--- src/rtl/usb_tx_packet.sv ---
// Low Speed USB packet framer: PID byte, optional payload + CRC16, then a fixed inter-packet gap.
// Latency: tx_valid rises 1 clk after pkt_start; payload bytes reach tx_data 2 clks after each tx_ready.
// Backpressure: advances only on tx_ready pulses; define USB_TX_TOGGLE_EN for DATA0/DATA1 toggle tracking.
module usb_tx_packet #(
  parameter int MAX_LEN  = 8,
  parameter int ADDR_W   = 3,
  parameter int GAP_CLKS = 128
) (
  input  logic                           clk,
  input  logic                           reset,
  input  logic                           pkt_start,
  input  logic [3:0]                     pkt_pid,
  input  logic [$clog2(MAX_LEN+1)-1:0]   pkt_len,
`ifdef USB_TX_TOGGLE_EN
  input  logic                           toggle_clr,
  input  logic                           ack_rcvd,
`endif
  output logic                           busy,
  output logic                           done,
  output logic [ADDR_W-1:0]              rd_addr,
  input  logic [7:0]                     rd_data,
  output logic [7:0]                     tx_data,
  output logic                           tx_valid,
  input  logic                           tx_ready
);

  localparam int LEN_W = $clog2(MAX_LEN + 1);
  localparam int GAP_W = $clog2(GAP_CLKS + 1);

  typedef enum logic [2:0] {IDLE, PID, DATA, CRC_LO, CRC_HI, GAP} state_t;

  state_t            state_q, state_d;
  logic              busy_q, busy_d, done_q, done_d, tx_valid_q, tx_valid_d;
  logic [7:0]        tx_data_q, tx_data_d;
  logic [ADDR_W-1:0] rd_addr_q, rd_addr_d;
  logic              is_data_q, is_data_d;
  logic [LEN_W-1:0]  len_q, len_d, idx_q, idx_d;
  logic [15:0]       crc_q, crc_d, crc_next;
  logic [1:0]        fetch_q, fetch_d;
  logic [GAP_W-1:0]  gap_q, gap_d;
  logic [3:0]        pid_eff;

  // Reflected CRC-16 (0xA001), data bits absorbed LSB first.
  function automatic logic [15:0] crc16_byte(input logic [15:0] c, input logic [7:0] d);
    logic [15:0] r;
    r = c;
    for (int i = 0; i < 8; i++) r = (r[0] ^ d[i]) ? ((r >> 1) ^ 16'hA001) : (r >> 1);
    return r;
  endfunction

  assign crc_next = crc16_byte(crc_q, tx_data_q);

`ifdef USB_TX_TOGGLE_EN
  logic toggle_q, toggle_d, armed_q, armed_d;

  // An ACK only counts once the data packet it acknowledges has finished.
  always_comb begin
    toggle_d = toggle_q;
    armed_d  = armed_q;
    if (state_q == IDLE && pkt_start) armed_d = 1'b0;
    if (state_q == GAP && done_d && is_data_q) armed_d = 1'b1;
    if (ack_rcvd && armed_q) begin
      toggle_d = ~toggle_q;
      armed_d  = 1'b0;
    end
    if (toggle_clr) begin
      toggle_d = 1'b0;
      armed_d  = 1'b0;
    end
  end

  always_ff @(posedge clk or negedge reset) begin
    if (!reset) begin
      toggle_q <= 1'b0;
      armed_q  <= 1'b0;
    end else begin
      toggle_q <= toggle_d;
      armed_q  <= armed_d;
    end
  end

  assign pid_eff = (pkt_pid[1:0] == 2'b11) ? {toggle_q, pkt_pid[2:0]} : pkt_pid;
`else
  assign pid_eff = pkt_pid;
`endif

  always_comb begin
    state_d    = state_q;
    busy_d     = busy_q;
    done_d     = 1'b0;
    tx_valid_d = tx_valid_q;
    tx_data_d  = tx_data_q;
    rd_addr_d  = rd_addr_q;
    is_data_d  = is_data_q;
    len_d      = len_q;
    idx_d      = idx_q;
    crc_d      = crc_q;
    fetch_d    = {fetch_q[0], 1'b0};
    gap_d      = gap_q;
    // Address registered, then RAM registered: data lands two clocks after the request.
    if (fetch_q[1]) tx_data_d = rd_data;
    case (state_q)
      IDLE: if (pkt_start) begin
        state_d    = PID;
        busy_d     = 1'b1;
        tx_valid_d = 1'b1;
        tx_data_d  = {~pid_eff, pid_eff};
        rd_addr_d  = '0;
        is_data_d  = (pid_eff[1:0] == 2'b11);
        len_d      = (pkt_len > LEN_W'(MAX_LEN)) ? LEN_W'(MAX_LEN) : pkt_len;
        idx_d      = '0;
        crc_d      = 16'hFFFF;
      end
      PID: if (tx_ready) begin
        if (!is_data_q) begin
          state_d    = GAP;
          tx_valid_d = 1'b0;
          gap_d      = '0;
        end else if (len_q == '0) begin
          state_d   = CRC_LO;
          tx_data_d = ~crc_q[7:0];
        end else begin
          state_d    = DATA;
          fetch_d[0] = 1'b1;
        end
      end
      DATA: if (tx_ready) begin
        crc_d = crc_next;
        if (idx_q == len_q - 1'b1) begin
          state_d   = CRC_LO;
          tx_data_d = ~crc_next[7:0];
        end else begin
          idx_d      = idx_q + 1'b1;
          rd_addr_d  = ADDR_W'(idx_q + 1'b1);
          fetch_d[0] = 1'b1;
        end
      end
      CRC_LO: if (tx_ready) begin
        state_d   = CRC_HI;
        tx_data_d = ~crc_q[15:8];
      end
      CRC_HI: if (tx_ready) begin
        state_d    = GAP;
        tx_valid_d = 1'b0;
        gap_d      = '0;
      end
      GAP: begin
        if (gap_q == GAP_W'(GAP_CLKS - 1)) begin
          state_d = IDLE;
          busy_d  = 1'b0;
          done_d  = 1'b1;
        end else begin
          gap_d = gap_q + 1'b1;
        end
      end
      default: state_d = IDLE;
    endcase
  end

  always_ff @(posedge clk or negedge reset) begin
    if (!reset) begin
      state_q    <= IDLE;
      busy_q     <= 1'b0;
      done_q     <= 1'b0;
      tx_valid_q <= 1'b0;
      tx_data_q  <= '0;
      rd_addr_q  <= '0;
      is_data_q  <= 1'b0;
      len_q      <= '0;
      idx_q      <= '0;
      crc_q      <= 16'hFFFF;
      fetch_q    <= '0;
      gap_q      <= '0;
    end else begin
      state_q    <= state_d;
      busy_q     <= busy_d;
      done_q     <= done_d;
      tx_valid_q <= tx_valid_d;
      tx_data_q  <= tx_data_d;
      rd_addr_q  <= rd_addr_d;
      is_data_q  <= is_data_d;
      len_q      <= len_d;
      idx_q      <= idx_d;
      crc_q      <= crc_d;
      fetch_q    <= fetch_d;
      gap_q      <= gap_d;
    end
  end

  assign busy     = busy_q;
  assign done     = done_q;
  assign tx_valid = tx_valid_q;
  assign tx_data  = tx_data_q;
  assign rd_addr  = rd_addr_q;

endmodule

--- config.mk ---
export PLATFORM = sky130hd
export DESIGN_NAME = usb_tx_packet
export DESIGN_NICKNAME = d
export VERILOG_FILES = /design/src/rtl/usb_tx_packet.sv
export SDC_FILE = /design/constraint.sdc
export NUM_CORES = 1
export LEC_CHECK = 0
export CORE_MARGIN = 2
export CORE_UTILIZATION = 30
export DETAILED_ROUTE_END_ITERATION = 10
export HOLD_SLACK_MARGIN = 0.03
export PLACE_DENSITY = 0.45
export RECOVER_POWER = 100
export SLEW_MARGIN = 30
export SYNTH_ARGS = -nofsm -noshare
export SYNTH_HDL_FRONTEND = slang
export SYNTH_SLANG_ARGS = --single-unit
--- constraint.sdc ---
create_clock -name clk -period 4.7 [get_ports clk]
set_input_delay 0.94 -clock clk [delete_from_list [all_inputs] [get_ports clk]]
set_output_delay 0.94 -clock clk [all_outputs]
set_load 0.005 [all_outputs]
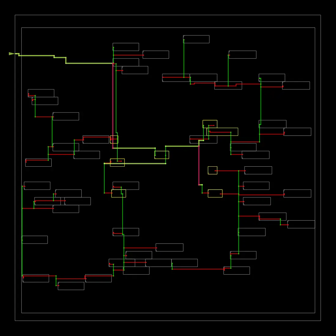
**Above:** clock nets.
clock buffers created by TritonCTS: 5
worst clock skew on the final layout: 0.00831 ns
final sequential cell count: 49
reported clock group power: 0.318 mW
count of clock buffers in the final design: 5

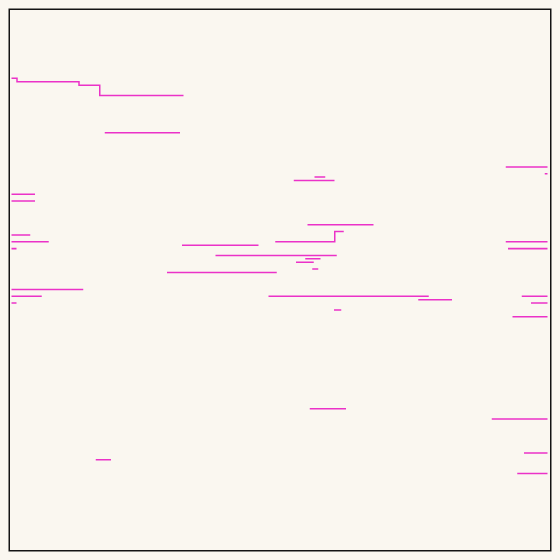
**Above:** M3 wires.
nets with wire on the layer: 32
wire length on this layer: 306 um
share of all routed wire: 3.3%

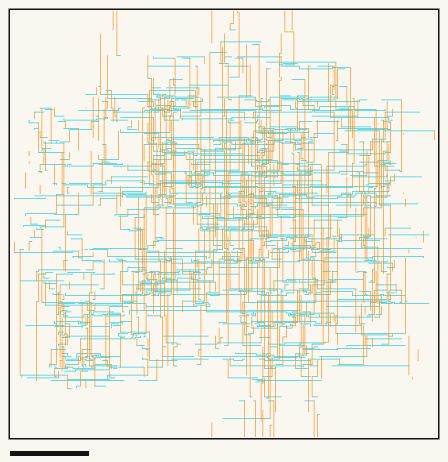
**Above:** metal layers overlaid.
The bar under the picture is 20 um long. Two of the layers only.
| color | layer | wire length |
|---|---|---|
| orange | M2 | 4350 um |
| cyan | M1 | 4480 um |
total via count in the routed design: 2770
mean routed wirelength per cell: 17.8 um
detailed-route wire length: 9.17 mm
aggregate global-route resource usage: 16.3%

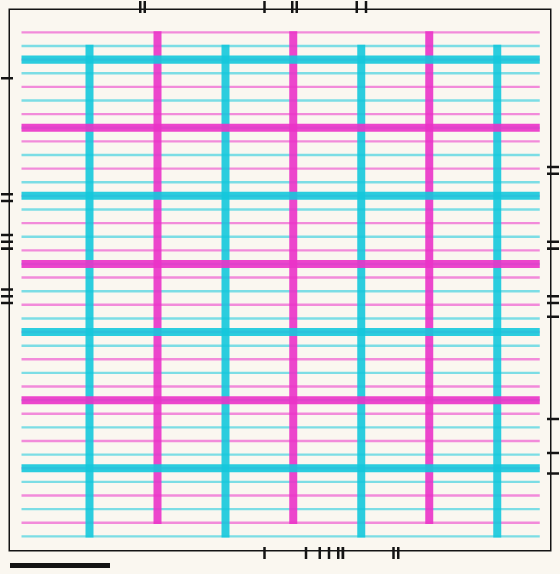
**Above:** floorplan with the power grid.
The bar under the picture is 20 um long. Pins as bars on the die edge.
| color | net |
|---|---|
| magenta | VDD |
| cyan | VSS |
met4 straps: 7
met5 straps: 7
met1 rails: 38
signal pins: 34
rows: 37

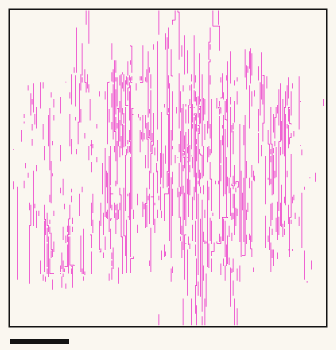
**Above:** the metal 2 layer.
The bar under the picture is 20 um long.
share of all routed wire: 47%
nets with wire on the layer: 330
wire length on this layer: 4350 um
main direction: vertical

kinds of logic (layout without fill, tap and decap cells):
family	count (synthesis)	count (layout)	synth area share [%]
fa+ha+maj	4	4	1.55
xor+xnor	30	30	10.6
simple gates	109	109	16.6
compound gates	116	116	23.3
flops	49	49	38.5
mux	15	15	4.99
buf+inv	34	56	4.41
layer usage:
layer,global-route usage [%],vias to the layer above
met3,2.42,4
met1,23.5,1359
met4,2.75,0
li1,-,1355
met2,26.1,52
met5,0,-
Yosys cell counts, types with 8 or more instances:
master	count	area share [%]
sky130_fd_sc_hd__a21oi_1	36	5.6
sky130_fd_sc_hd__clkbuf_1	14	1.6
sky130_fd_sc_hd__dfrtp_1	33	26
sky130_fd_sc_hd__dfstp_2	16	13
sky130_fd_sc_hd__inv_1	11	1.3
sky130_fd_sc_hd__mux2_2	9	3.1
sky130_fd_sc_hd__nand2_1	37	4.3
sky130_fd_sc_hd__nand3_1	10	1.5
sky130_fd_sc_hd__nor2_1	22	2.6
sky130_fd_sc_hd__o21ai_0	21	3.2
sky130_fd_sc_hd__o22ai_1	8	1.5
sky130_fd_sc_hd__xnor2_1	16	4.3
area by class of cell:
| type | instances | area, um2 | share of cell area, % |
|---|---|---|---|
| inverter | 12 | 45.0 | 1.20 |
| clock inverter | 3 | 46.3 | 1.23 |
| sequential | 49 | 1250 | 33.1 |
| multi-input combinational | 274 | 1850 | 49.0 |
| clock buffer | 5 | 68.8 | 1.83 |
| tap | 136 | 170 | 4.52 |
| timing repair buffer | 36 | 343 | 9.11 |
report_power, final:
group	switching [mW]	leakage (nW)	total, mW	internal (mW)
Sequential	0.237	0.595	0.832	0.595
Clock	0.158	0.0543	0.318	0.160
Combinational	0.887	0.847	1.73	0.848
==> impl_metrics.json <==
{
  "fp_util_pct": 31.1,
  "antenna_found_initial": 0,
  "worst_setup_path_startpoint": "pkt_start",
  "timing.hold.ws_ns": 0.358,
  "grt_pass1_vias": 2641,
  "dp_worst_setup_slack_ns": 1.14,
  "cp_slowest_stage_delay_ns": 0.80,
  "maxSlewHeadroom_pct": 4.02,
  "grt.overflow.total": 0,
  "global_route_wire_length_before_repair_mm": 14.7,
  "drv.max_cap_violation_count": 0,
  "synth_area_per_cell_um2": 9.06,
  "layoutNonFillerInstCount": 515,
  "fillCellCount": 1074,
  "crit_slowest_cell": "sky130_fd_sc_hd__dlygate4sd3_1",
  "path_buffers": 1,
  "path_max_fanout": 17,
  "met1_length_mm": 4.48,
  "clock_latency_ns": 0.31,
  "met2RoutedLength_mm": 4.35,
  "placed_cell_area_mm2": 0.00365,
  "origin_of_the_worst_min_delay_path": "fetch_q[0]",
  "final_layout_size_suffix_gt1_share_pct": 12.4,
  "placementRows": 37,
  "cellLeakagePower_nw": 1.50,
  "stage_log_warnings": 27,
  "synth_flops": 49,
  "core_region_area_mm2": 0.0104,
  "cellPowerDensity_mw_per_mm2": 766,
  "tritoncts": "yes",
  "worst_vdd_ir_mv": 0.402,
  "number_of_synthesized_flops_with_an_enable_pin": 0,
  "synthDistinctLibCells": 63,
  "holdBufCountCts": 0,
  "clk_root_buffer_cell": "sky130_fd_sc_hd__clkbuf_8",
  "drt_drc_violations_left": 0,
  "insertedDiodeCount": 0,
  "cts.repair.resized": 0,
  "final.setup.worst_slack_ns": 1.41,
  "worstPathRequired_ns": 4.94,
  "cp_data_arrival_time_ns": 3.54,
  "synth_async_sr_flop_share_pct": 100,
  "routabilityCongestion": 0.789,
  "outcome": "finished, final reports clean",
  "grt_start_max_net_pins": 27,
  "htreeDepth": 2,
  "synth_nets": 381,
  "dr_wl_met3_um": 306,
  "criticalPathCategory": "in2reg",
  "rr_worst_depth": 5,
  "layout_worst_path_cycle_share_pct": 70.1,
  "clk_transition_reported_paths_ns": 0.10,
  "final_core_utilization_pct": 36.1,
  "dieArea_mm2": 0.0116,
  "timing.setup.tns_ns": 0,
  "via_density_per_instance": 5.38,
  "reg2reg_to": "state_q[0]",
  "chipHeight_um": 108,
  "dpl.hpwl_mm": 6.65,
  "cts.path.max_buffers": 2,
  "power_mw": 2.88,
  "worst_case_register_to_register_setup_slack_ns": 2.00,
  "rsz0062_at_grt": "false",
  "drv_slew": 0,
  "setup_viol": 0,
  "worst_pin_slew_ns": 1.44,
  "element_type_at_the_critical_path_start": "input pin",
  "crit-reg2reg-launch": "state_q[0]",
  "io-pin-count": 34,
  "holdPathStages": 0,
  "netlist_area_mm2": 0.00323,
  "finish.net_count": 402,
  "yosys.stat.chipArea_mm2": 0.00323,
  "worstPathCellList": "dlygate4sd3_1, nor2b_1, nand2_1, nand2_1, nor2_1, a21oi_1",
  "layout_top_cell": "sky130_fd_sc_hd__nand2_1",
  "first_iter_violations": 135,
  "crit_path_end_kind": "flip-flop",
  "hold_path_end": "fetch_q[1]",
  "flip_flop_count_of_the_largest_register_after_layout": 16,
  "postSynthCellCount": 357,
  "timing.critical_path.max_delay_family": "simple AND/OR/NAND/NOR gates",
  "die-width_um": 108,
  "layout_min_cycle_time_ns": 3.29,
  "report.final.hold_viol_count": 0
}
Power figures rest on the tool's default switching activity, not on a simulated workload.
